==> images/util_map.png <==
10 x 10 tiles, from white (low) to dark blue (high), 0 to 100% covered.
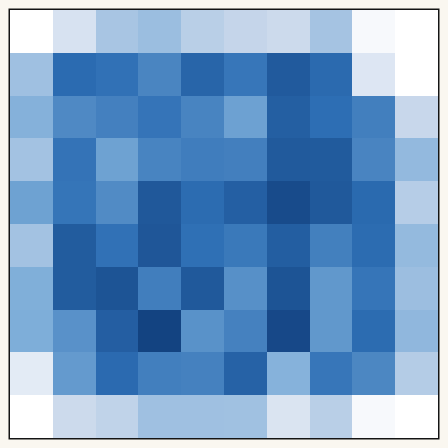
==> images/pinout.png <==
Bar = 20 um. Pins as bars across the die edge, other pins in gray.
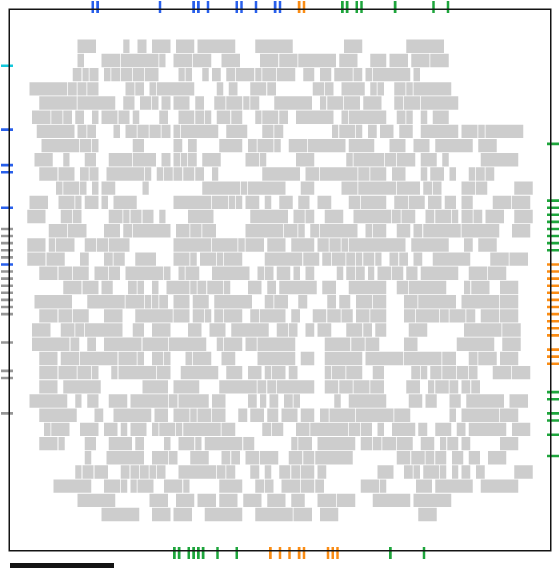
==> images/sizing.png <==
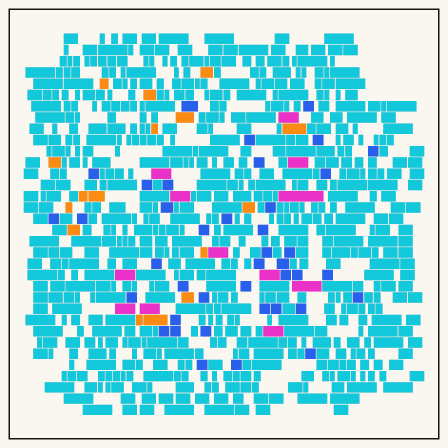
==> images/placed.png <==
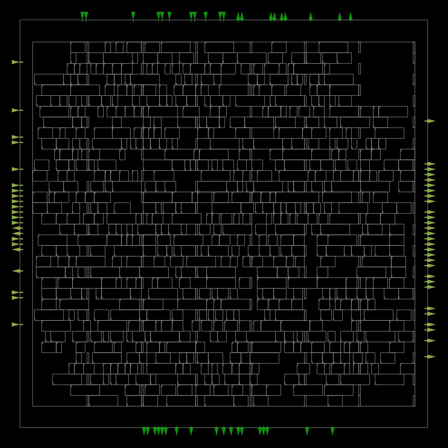
$ cat src/rtl/abc_pkg.sv
// Shared types and default sizing for the multi-channel ABC coincidence counter.
package abc_pkg;

  typedef enum logic [1:0] {
    IDLE = 2'd0,
    ACQ  = 2'd1,
    HOLD = 2'd2
  } abc_state_e;

  localparam int NCH_DEF = 4;
  localparam int CW_DEF  = 8;
  localparam int WW_DEF  = 4;
  localparam int GW_DEF  = 16;

endpackage

$ cat src/rtl/abc_sat_counter.sv
// Saturating up-counter with synchronous clear; clear has priority over increment.
module abc_sat_counter #(
  parameter int CW = 8
) (
  input  logic          clk,
  input  logic          rst_n,
  input  logic          en,
  input  logic          clr,
  input  logic          inc,
  output logic [CW-1:0] q
);

  logic [CW-1:0] r_q;

  always_ff @(posedge clk) begin
    if (!rst_n) begin
      r_q <= '0;
    end else if (en) begin
      if (clr) begin
        r_q <= '0;
      end else if (inc && (r_q != {CW{1'b1}})) begin
        r_q <= r_q + 1'b1;
      end
    end
  end

  assign q = r_q;

endmodule

$ cat src/rtl/abc_multi_coinc.sv
// Multi-channel singles and trigger-coincidence counter over a gated acquisition.
// Channel 0 opens a window; each other channel may score once per window.
module abc_multi_coinc
  import abc_pkg::*;
#(
  parameter int NCH = NCH_DEF,
  parameter int CW  = CW_DEF,
  parameter int WW  = WW_DEF,
  parameter int GW  = GW_DEF
) (
  input  logic                 clk,
  input  logic                 rst_n,
  input  logic                 enable,
  input  logic [NCH-1:0]       x,
  input  logic                 start,
  input  logic                 stop,
  input  logic [WW-1:0]        win_len,
  input  logic [GW-1:0]        gate_len,
  output logic [NCH*CW-1:0]    singles,
  output logic [(NCH-1)*CW-1:0] coinc,
  output logic                 busy,
  output logic                 done,
  output abc_state_e           state
);

  logic [NCH-1:0] r_s1, r_s2, r_prev;
  logic [NCH-1:0] w_edge;
  abc_state_e     r_state, w_state_nxt;
  logic           r_busy, r_done;
  logic [GW-1:0]  r_gate_rem;
  logic [WW-1:0]  r_win_rem;
  logic [NCH-2:0] r_armed;
  logic           w_acq;
  logic           w_win_open;
  logic [NCH-2:0] w_hit;

  assign w_edge     = r_s2 & ~r_prev;
  assign w_acq      = (r_state == ACQ);
  assign w_win_open = w_edge[0] | (r_win_rem != '0);
  // A trigger in the same cycle counts as arming the channel for this window.
  assign w_hit      = w_edge[NCH-1:1] & {(NCH-1){w_win_open}}
                    & (r_armed | {(NCH-1){w_edge[0]}});

  always_comb begin
    w_state_nxt = r_state;
    case (r_state)
      IDLE: if (start) w_state_nxt = ACQ;
      ACQ: begin
        if (start)                                 w_state_nxt = ACQ;
        else if (stop || (r_gate_rem == GW'(1)))   w_state_nxt = HOLD;
      end
      HOLD: if (start) w_state_nxt = ACQ;
      default: w_state_nxt = IDLE;
    endcase
  end

  always_ff @(posedge clk) begin
    if (!rst_n) begin
      r_s1       <= '0;
      r_s2       <= '0;
      r_prev     <= '0;
      r_state    <= IDLE;
      r_busy     <= 1'b0;
      r_done     <= 1'b0;
      r_gate_rem <= '0;
      r_win_rem  <= '0;
      r_armed    <= '0;
    end else if (enable) begin
      r_s1    <= x;
      r_s2    <= r_s1;
      r_prev  <= r_s2;
      r_state <= w_state_nxt;
      r_busy  <= (w_state_nxt == ACQ);
      r_done  <= (w_state_nxt == HOLD);
      // A zero gate never decrements, so ACQ runs until stop.
      if (start) begin
        r_gate_rem <= gate_len;
      end else if (w_acq && (r_gate_rem != '0)) begin
        r_gate_rem <= r_gate_rem - 1'b1;
      end
      if (start) begin
        r_win_rem <= '0;
        r_armed   <= '0;
      end else begin
        if (w_edge[0]) begin
          r_win_rem <= win_len;
        end else if (r_win_rem != '0) begin
          r_win_rem <= r_win_rem - 1'b1;
        end
        r_armed <= (w_edge[0] ? {(NCH-1){1'b1}} : r_armed) & ~w_hit;
      end
    end
  end

  for (genvar i = 0; i < NCH; i++) begin : g_singles
    abc_sat_counter #(.CW(CW)) u_cnt (
      .clk   (clk),
      .rst_n (rst_n),
      .en    (enable),
      .clr   (start),
      .inc   (w_acq & w_edge[i]),
      .q     (singles[i*CW +: CW])
    );
  end

  for (genvar j = 0; j < NCH-1; j++) begin : g_coinc
    abc_sat_counter #(.CW(CW)) u_cnt (
      .clk   (clk),
      .rst_n (rst_n),
      .en    (enable),
      .clr   (start),
      .inc   (w_acq & w_hit[j]),
      .q     (coinc[j*CW +: CW])
    );
  end

  assign busy  = r_busy;
  assign done  = r_done;
  assign state = r_state;

endmodule

$ cat config.mk
export PLATFORM = sky130hd
export DESIGN_NAME = abc_multi_coinc
export DESIGN_NICKNAME = d
export VERILOG_FILES = /design/src/rtl/abc_pkg.sv /design/src/rtl/abc_sat_counter.sv /design/src/rtl/abc_multi_coinc.sv
export SDC_FILE = /design/constraint.sdc
export NUM_CORES = 1
export LEC_CHECK = 0
export CAP_MARGIN = 40
export CORE_MARGIN = 3
export CORE_UTILIZATION = 50
export CTS_CLUSTER_DIAMETER = 100
export DETAILED_ROUTE_END_ITERATION = 16
export PLACE_DENSITY = 0.76
export SLEW_MARGIN = 5
export SYNTH_ARGS = -nofsm -noshare
export SYNTH_HDL_FRONTEND = slang
export SYNTH_SLANG_ARGS = --single-unit
export TNS_END_PERCENT = 30
$ cat constraint.sdc
create_clock -name clk -period 2.7 [get_ports clk]
set_input_delay 0.81 -clock clk [delete_from_list [all_inputs] [get_ports clk]]
set_output_delay 0.81 -clock clk [all_outputs]
set_load 0.03 [all_outputs]
==> impl_metrics.py <==
# Auto-generated metrics
metrics = {
    "drt": {
        "topRoutingLayerUsed": "met4",
        "wl_um": 12110,
        "dr_total_vias": 4752,
        "first_pass_iters": 5,
        "wl_met2_um": 5772,
        "drcViolationCount": 0,
        "ant_nets": 0,
    },
    "pwr": {
        "p_sw_uw": 797.4,
        "p_int_mw": 2.101,
        "p_leak_nw": 2.124,
        "pg_seq_mw": 1.48,
    },
    "clocking": {
        "cts-resized-gates": 0,
        "post_cts_buffers": 0,
        "clk_root_buffer_cell": "clkbuf_8",
        "cts_buffers": 9,
        "cts_sinks": 95,
        "clockBufferDepth": 2,
    },
    "synthesis": {
        "syn_inst": 573,
        "synth-seq-area-share": 0.4000,
        "synth-edff-count": 0,
        "top_area_cell": "dfxtp_1",
        "area_leaders": "dfxtp_1, nor2_1, a21oi_1",
        "async_reset_ff_frac": 0,
        "synth-warning-count": 0,
        "synthesis.area_um2": 4755,
    },
    "setup_path": {
        "cp-end-kind": "flop",
        "cp.required_ps": 2980,
        "path_max_fanout": 6,
    },
    "timing": {
        "finalSetupViolations": 0,
        "period_needed_ps": 2561,
        "tightest_slew_ps": 882.9,
    },
    "finish": {
        "final_cell_mix": "dfxtp_1, clkdlybuf4s50_1, nor2_1",
        "final_util": 0.6848,
        "antenna_cells": 0,
    },
    "placed_design": {
        "place_inst": 792,
        "numPortBuffers": 88,
    },
    "run": {
        "drv_cap": 0,
        "warning_count": 28,
    },
    "global_routing": {
        "antenna_found_initial": 0,
    },
    "status": {
        "status": "finished, final reports clean",
    },
    "floorplanning": {
        "fp_util": 0.5297,
    },
}
-- util_map.png (at the start) --
tiles over 75% full: 28%
densest ninth of the die: center
emptiest ninth of the die: upper right
fullest tile: 93%
mean over tiles: 56%

-- pinout.png (at the start) --
legend:
  blue:
    port: gate_len
    pins: 16
    direction: input
    edge: 11 top, 5 left
  orange:
    port: coinc
    pins: 24
    direction: output
    edge: 14 right, 8 bottom, 2 top
  green:
    port: singles
    pins: 32
    direction: output
    edge: 15 right, 10 bottom, 7 top
  cyan:
    port: clk
    pins: 1
    direction: input
    edge: left
all pins by edge: 29 right, 22 left, 20 top, 18 bottom
Die Ht: 103.5 um
Die W: 103.5 um

-- sizing.png (at the start) --
legend:
  cyan:
    size: x1 and smaller
    cells: 614
    share: 90%
    most_used: dfxtp_1
  blue:
    size: x3 and x4
    cells: 40
    share: 5.9%
    most_used: buf_4
  orange:
    size: x2
    cells: 16
    share: 2.3%
    most_used: a31o_2
  magenta:
    size: x6 and larger
    cells: 12
    share: 1.8%
    most_used: clkbuf_8
final setup margin: 138.6 ps
Area Overhead vs Synth: 29.29%
buffers outside the clock class: 127
Design Area, Final: 6147 um2

-- placed.png (at the start) --
Tap Cells: 126
filler instances: 747
post-route insts no fill: 808
Seq/total area: 0.3094
core area: 8976 um2

==> path summary, 6_finish.rpt <==
kind                      start                    end  slack [ps]  depth (start not counted)
setup / recovery         enable  g_coinc[0].u_cnt.q[7]         140                          7
hold / removal     r_win_rem[1]           r_win_rem[1]         490                          2
setup reg to reg  r_gate_rem[1]         r_gate_rem[14]         400                          7
hold reg to reg    r_win_rem[1]           r_win_rem[1]         490                          2
==> worst max-delay path, cell delays in order <==
cell,delay [ps]
clkdlybuf4s50_1,470
and3b_1,290
buf_4,170
o21ai_1,80
o31a_1,320
or4_1,530
a21oi_1,160
==> layer usage <==
layer,vias to the layer above,GRT usage
li1,2319,-
met1,2259,0.2898
met2,159,0.3514
met3,15,0.04415
met4,0,0.07217
met5,-,0
==> registers in the layout, indices dropped and copies added (netlist names), 2 cells and up <==
| signal | flops |
|---|---|
| r_gate_rem | 16 |
| r_win_rem | 4 |
| r_armed | 3 |
| r_s1 | 4 |
| g_coinc.u_cnt.q | 24 |
| r_s2 | 4 |
| g_singles.u_cnt.q | 32 |
| state | 2 |
| r_prev | 4 |
==> layout make-up <==
class,count,area [um2],share of cell area
multi-input combinational,435,2676,0.4354
sequential,95,1902,0.3094
timing repair buffer,127,1179,0.1917
tap,126,157.7,0.02565
clock buffer,11,141.4,0.02300
clock inverter,5,57.56,0.009363
inverter,9,33.78,0.005496
==> kinds of logic after synthesis <==
group           after synthesis  share of synthesized area
fa+ha+maj                    11                    0.02895
flops                        95                     0.4000
simple gates                228                     0.2408
compound gates              156                     0.2158
xor+xnor                     26                    0.04790
mux                          14                    0.02947
buf+inv                      43                    0.03710
Power figures rest on the tool's default switching activity, not on a simulated workload.
